<file path="src/rtl/div_pkg.sv">
// Shared types and constants for the sequential restoring divider.
// The state encoding is used by seq_restoring_divider.
// N and the counter width are given for the default operand format.
package div_pkg;

  typedef enum logic [1:0] {
    IDLE = 2'd0,
    RUN  = 2'd1,
    DONE = 2'd2
  } state_t;

  localparam int DIV_WIDTH = 16;
  localparam int DIV_FRAC  = 8;
  localparam int DIV_N     = DIV_WIDTH + DIV_FRAC;
  localparam int DIV_CNT_W = $clog2(DIV_N + 1);

  // Saturated quotient, used for divide-by-zero and overflow results.
  localparam logic [DIV_WIDTH-1:0] DIV_SAT = '1;

  // Step counter width for a given number of shift-subtract steps.
  function automatic int div_cnt_w(input int n);
    return $clog2(n + 1);
  endfunction

endpackage

</file>
<file path="src/rtl/div_row.sv">
// One restoring shift-subtract row: trial-subtract the divisor from the
// shifted partial remainder and keep the difference only when it is non-negative.
module div_row #(
  parameter int WIDTH = 16
) (
  input  logic [WIDTH:0]   r_shift,
  input  logic [WIDTH-1:0] b,
  output logic [WIDTH:0]   r_next,
  output logic             q_bit
);

  logic [WIDTH:0] diff;

  // Trial subtraction and restore decision.
  always_comb begin
    diff   = r_shift - {1'b0, b};
    q_bit  = (r_shift >= {1'b0, b});
    r_next = q_bit ? diff : r_shift;
  end

endmodule

</file>
<file path="src/rtl/seq_restoring_divider.sv">
// Unsigned fixed-point divider, q = (a << FRAC) / b, one restoring step per clock.
// Optional macro DIV_ROUND_EN: one extra guard step and round-half-up of the
// quotient, with saturation checked after rounding.
module seq_restoring_divider
  import div_pkg::*;
#(
  parameter int WIDTH = 16,
  parameter int FRAC  = 8
) (
  input  logic             clk,
  input  logic             rst,
  input  logic             in_valid,
  output logic             in_ready,
  input  logic [WIDTH-1:0] a,
  input  logic [WIDTH-1:0] b,
  output logic             out_valid,
  input  logic             out_ready,
  output logic [WIDTH-1:0] q,
  output logic             div_by_zero,
  output logic             overflow
);

  localparam int N = WIDTH + FRAC;
`ifdef DIV_ROUND_EN
  localparam int STEPS = N + 1;
`else
  localparam int STEPS = N;
`endif
  localparam int CW = div_cnt_w(N);

  state_t             state_reg;
  logic [CW-1:0]      cnt_reg;
  logic [N-1:0]       d_reg;
  logic [WIDTH:0]     r_reg;
  logic [STEPS-1:0]   q_acc_reg;
  logic [WIDTH-1:0]   b_reg;
  logic               dz_reg;
  logic               in_ready_reg;
  logic               out_valid_reg;
  logic [WIDTH-1:0]   q_reg;
  logic               div_by_zero_reg;
  logic               overflow_reg;

  logic [WIDTH:0]     r_shift;
  logic [WIDTH:0]     r_next;
  logic               q_bit;
  logic [WIDTH-1:0]   res_q;
  logic               res_ovf;

  assign r_shift = {r_reg[WIDTH-1:0], d_reg[N-1]};

  div_row #(.WIDTH(WIDTH)) u_row (
    .r_shift (r_shift),
    .b       (b_reg),
    .r_next  (r_next),
    .q_bit   (q_bit)
  );

`ifdef DIV_ROUND_EN
  logic [STEPS-1:0] rounded;
  // Drop the guard bit, add it back as the rounding increment, then range-check.
  always_comb begin
    rounded = {1'b0, q_acc_reg[STEPS-1:1]} + STEPS'(q_acc_reg[0]);
    res_ovf = |rounded[STEPS-1:WIDTH];
    res_q   = res_ovf ? '1 : rounded[WIDTH-1:0];
  end
`else
  // Any quotient bit above WIDTH means the result does not fit and saturates.
  always_comb begin
    res_ovf = |q_acc_reg[N-1:WIDTH];
    res_q   = res_ovf ? '1 : q_acc_reg[WIDTH-1:0];
  end
`endif

  // Control FSM, shift-subtract datapath and registered result/handshake outputs.
  always_ff @(posedge clk or posedge rst) begin
    if (rst) begin
      state_reg       <= IDLE;
      cnt_reg         <= '0;
      d_reg           <= '0;
      r_reg           <= '0;
      q_acc_reg       <= '0;
      b_reg           <= '0;
      dz_reg          <= 1'b0;
      in_ready_reg    <= 1'b1;
      out_valid_reg   <= 1'b0;
      q_reg           <= '0;
      div_by_zero_reg <= 1'b0;
      overflow_reg    <= 1'b0;
    end else begin
      case (state_reg)
        IDLE: begin
          if (in_valid) begin
            in_ready_reg <= 1'b0;
            b_reg        <= b;
            if (b == '0) begin
              dz_reg    <= 1'b1;
              state_reg <= DONE;
            end else begin
              dz_reg    <= 1'b0;
              d_reg     <= {a, {FRAC{1'b0}}};
              r_reg     <= '0;
              q_acc_reg <= '0;
              cnt_reg   <= CW'(STEPS - 1);
              state_reg <= RUN;
            end
          end
        end
        RUN: begin
          d_reg     <= {d_reg[N-2:0], 1'b0};
          r_reg     <= r_next;
          q_acc_reg <= {q_acc_reg[STEPS-2:0], q_bit};
          if (cnt_reg == '0) begin
            state_reg <= DONE;
          end else begin
            cnt_reg <= cnt_reg - 1'b1;
          end
        end
        DONE: begin
          // First DONE cycle registers the result; afterwards it holds until taken.
          if (!out_valid_reg) begin
            out_valid_reg <= 1'b1;
            if (dz_reg) begin
              q_reg           <= '1;
              div_by_zero_reg <= 1'b1;
              overflow_reg    <= 1'b0;
            end else begin
              q_reg           <= res_q;
              div_by_zero_reg <= 1'b0;
              overflow_reg    <= res_ovf;
            end
          end else if (out_ready) begin
            out_valid_reg <= 1'b0;
            in_ready_reg  <= 1'b1;
            state_reg     <= IDLE;
          end
        end
        default: state_reg <= IDLE;
      endcase
    end
  end

  assign in_ready    = in_ready_reg;
  assign out_valid   = out_valid_reg;
  assign q           = q_reg;
  assign div_by_zero = div_by_zero_reg;
  assign overflow    = overflow_reg;

endmodule

</file>
<file path="config.mk">
export PLATFORM = sky130hd
export DESIGN_NAME = seq_restoring_divider
export DESIGN_NICKNAME = d
export VERILOG_FILES = /design/src/rtl/div_pkg.sv /design/src/rtl/div_row.sv /design/src/rtl/seq_restoring_divider.sv
export SDC_FILE = /design/constraint.sdc
export NUM_CORES = 1
export LEC_CHECK = 0
export ABC_AREA = 1
export CAP_MARGIN = 10
export CORE_UTILIZATION = 40
export DETAILED_ROUTE_END_ITERATION = 6
export PLACE_DENSITY = 0.62
export SYNTH_ARGS = -nofsm -noshare
export SYNTH_HDL_FRONTEND = slang
export SYNTH_SLANG_ARGS = --single-unit
</file>
<file path="constraint.sdc">
create_clock -name clk -period 3.7 [get_ports clk]
set_clock_uncertainty 0.15 [all_clocks]
set_input_delay 0.74 -clock clk [delete_from_list [all_inputs] [get_ports clk]]
set_output_delay 0.74 -clock clk [all_outputs]
set_load 0.02 [all_outputs]
</file>
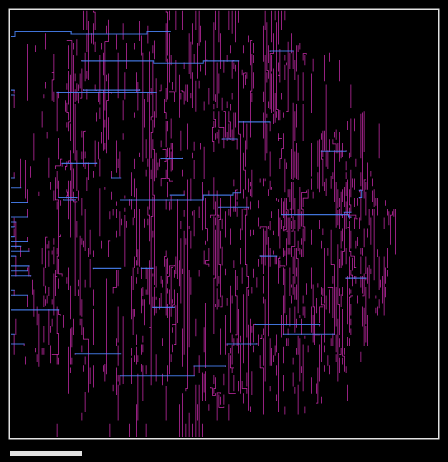
wires.png
The bar under the picture is 20 um long. Only two layers are drawn.
- blue: metal 3 (wire length 436 um)
- magenta: metal 2 (wire length 5,530 um)
vias: 4,632
gr usage total: 0.188
WL final: 12,200 um
routed len/inst: 12.8 um

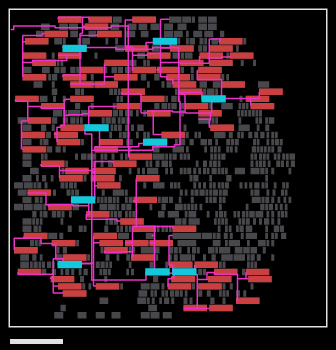
clk_routes.png
The bar under the picture is 20 um long.
- magenta: clock wires (length 1,220 um)
- cyan: clock drivers (count 9)
- red: flip-flops (count 100)
- routed clock nets: 10
clock network power: 0.000991 W
Clock power frac: 0.153

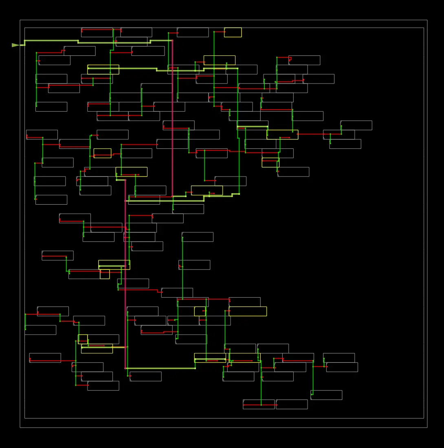
clocks.png
clkbuf count: 12
Clock Sinks: 100

==> changes_impl.md <==
### Physical design

* Status: completed
* Synth Area in Adders at 0.0446
* Ys flop type: dfrtp_1
* Num rows at 42
* IO Pins at 56
* Final hold violation count at 0
* Post-route cell area at 6510 um^2
* Placed instance area at 6190 um^2
* Largest net degree at the start of global routing at 60
* Syn_nets at 779
* GRT Max-Usage Layer: met2
* Mapped Cells at 724
* Setup Fix Bufs, Post-CTS at 0
* Setup Slack @ Placement at 0.955 ns
* Post-synth EDFFs at 0
* Buffers outside the clock class at 59
* Crit path cell chain: inv_1 > nand2_1 > inv_1 > nand4_1 > nand2_1 > inv_1 > nand2_1 > nand2_1
* DP HPWL at 8860 um
* Buf+Inv Stages, Crit Path at 3
* R2r setup slk at 1.13 ns
* Final cell count without fillers at 951
* Ant diodes at 0
* Comb. pwr at 0.00368 W
* Pre-Place Util at 0.412
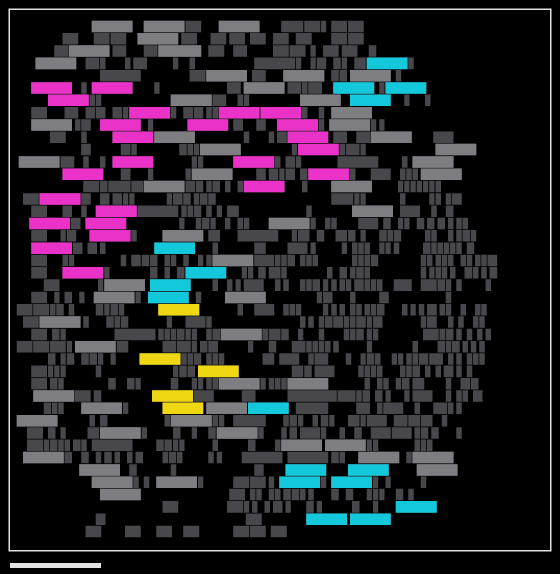
flops_by_reg.png
The bar under the picture is 20 um long. Other sequential cells in the stronger gray, the rest of the logic in the fainter gray.
- magenta: q_acc_reg (sequential cells 24)
- yellow: cnt_reg (sequential cells 5)
- cyan: b_reg (sequential cells 16)

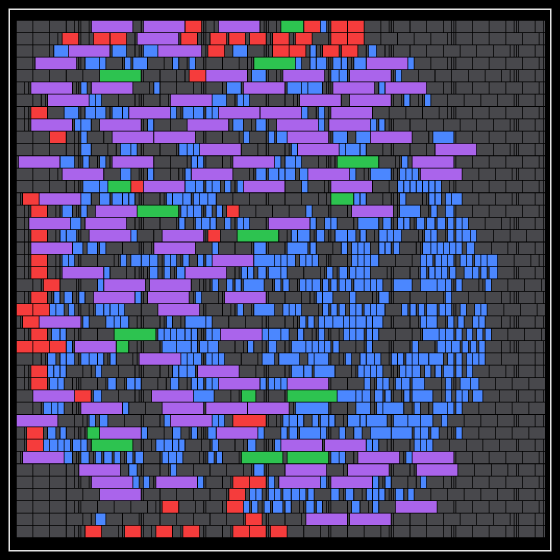
placement_by_type.png
Fill, decap, tap and diode cells in gray.
- purple: sequential cells (cells 100; share of their area 40%)
- blue: combinational and other logic (cells 600; share of their area 46%)
- green: clock drivers and dummy loads (cells 16; share of their area 5.1%)
- red: remaining buffers and delay cells (cells 59; share of their area 9.4%)

Power figures rest on the tool's default switching activity, not on a simulated workload.
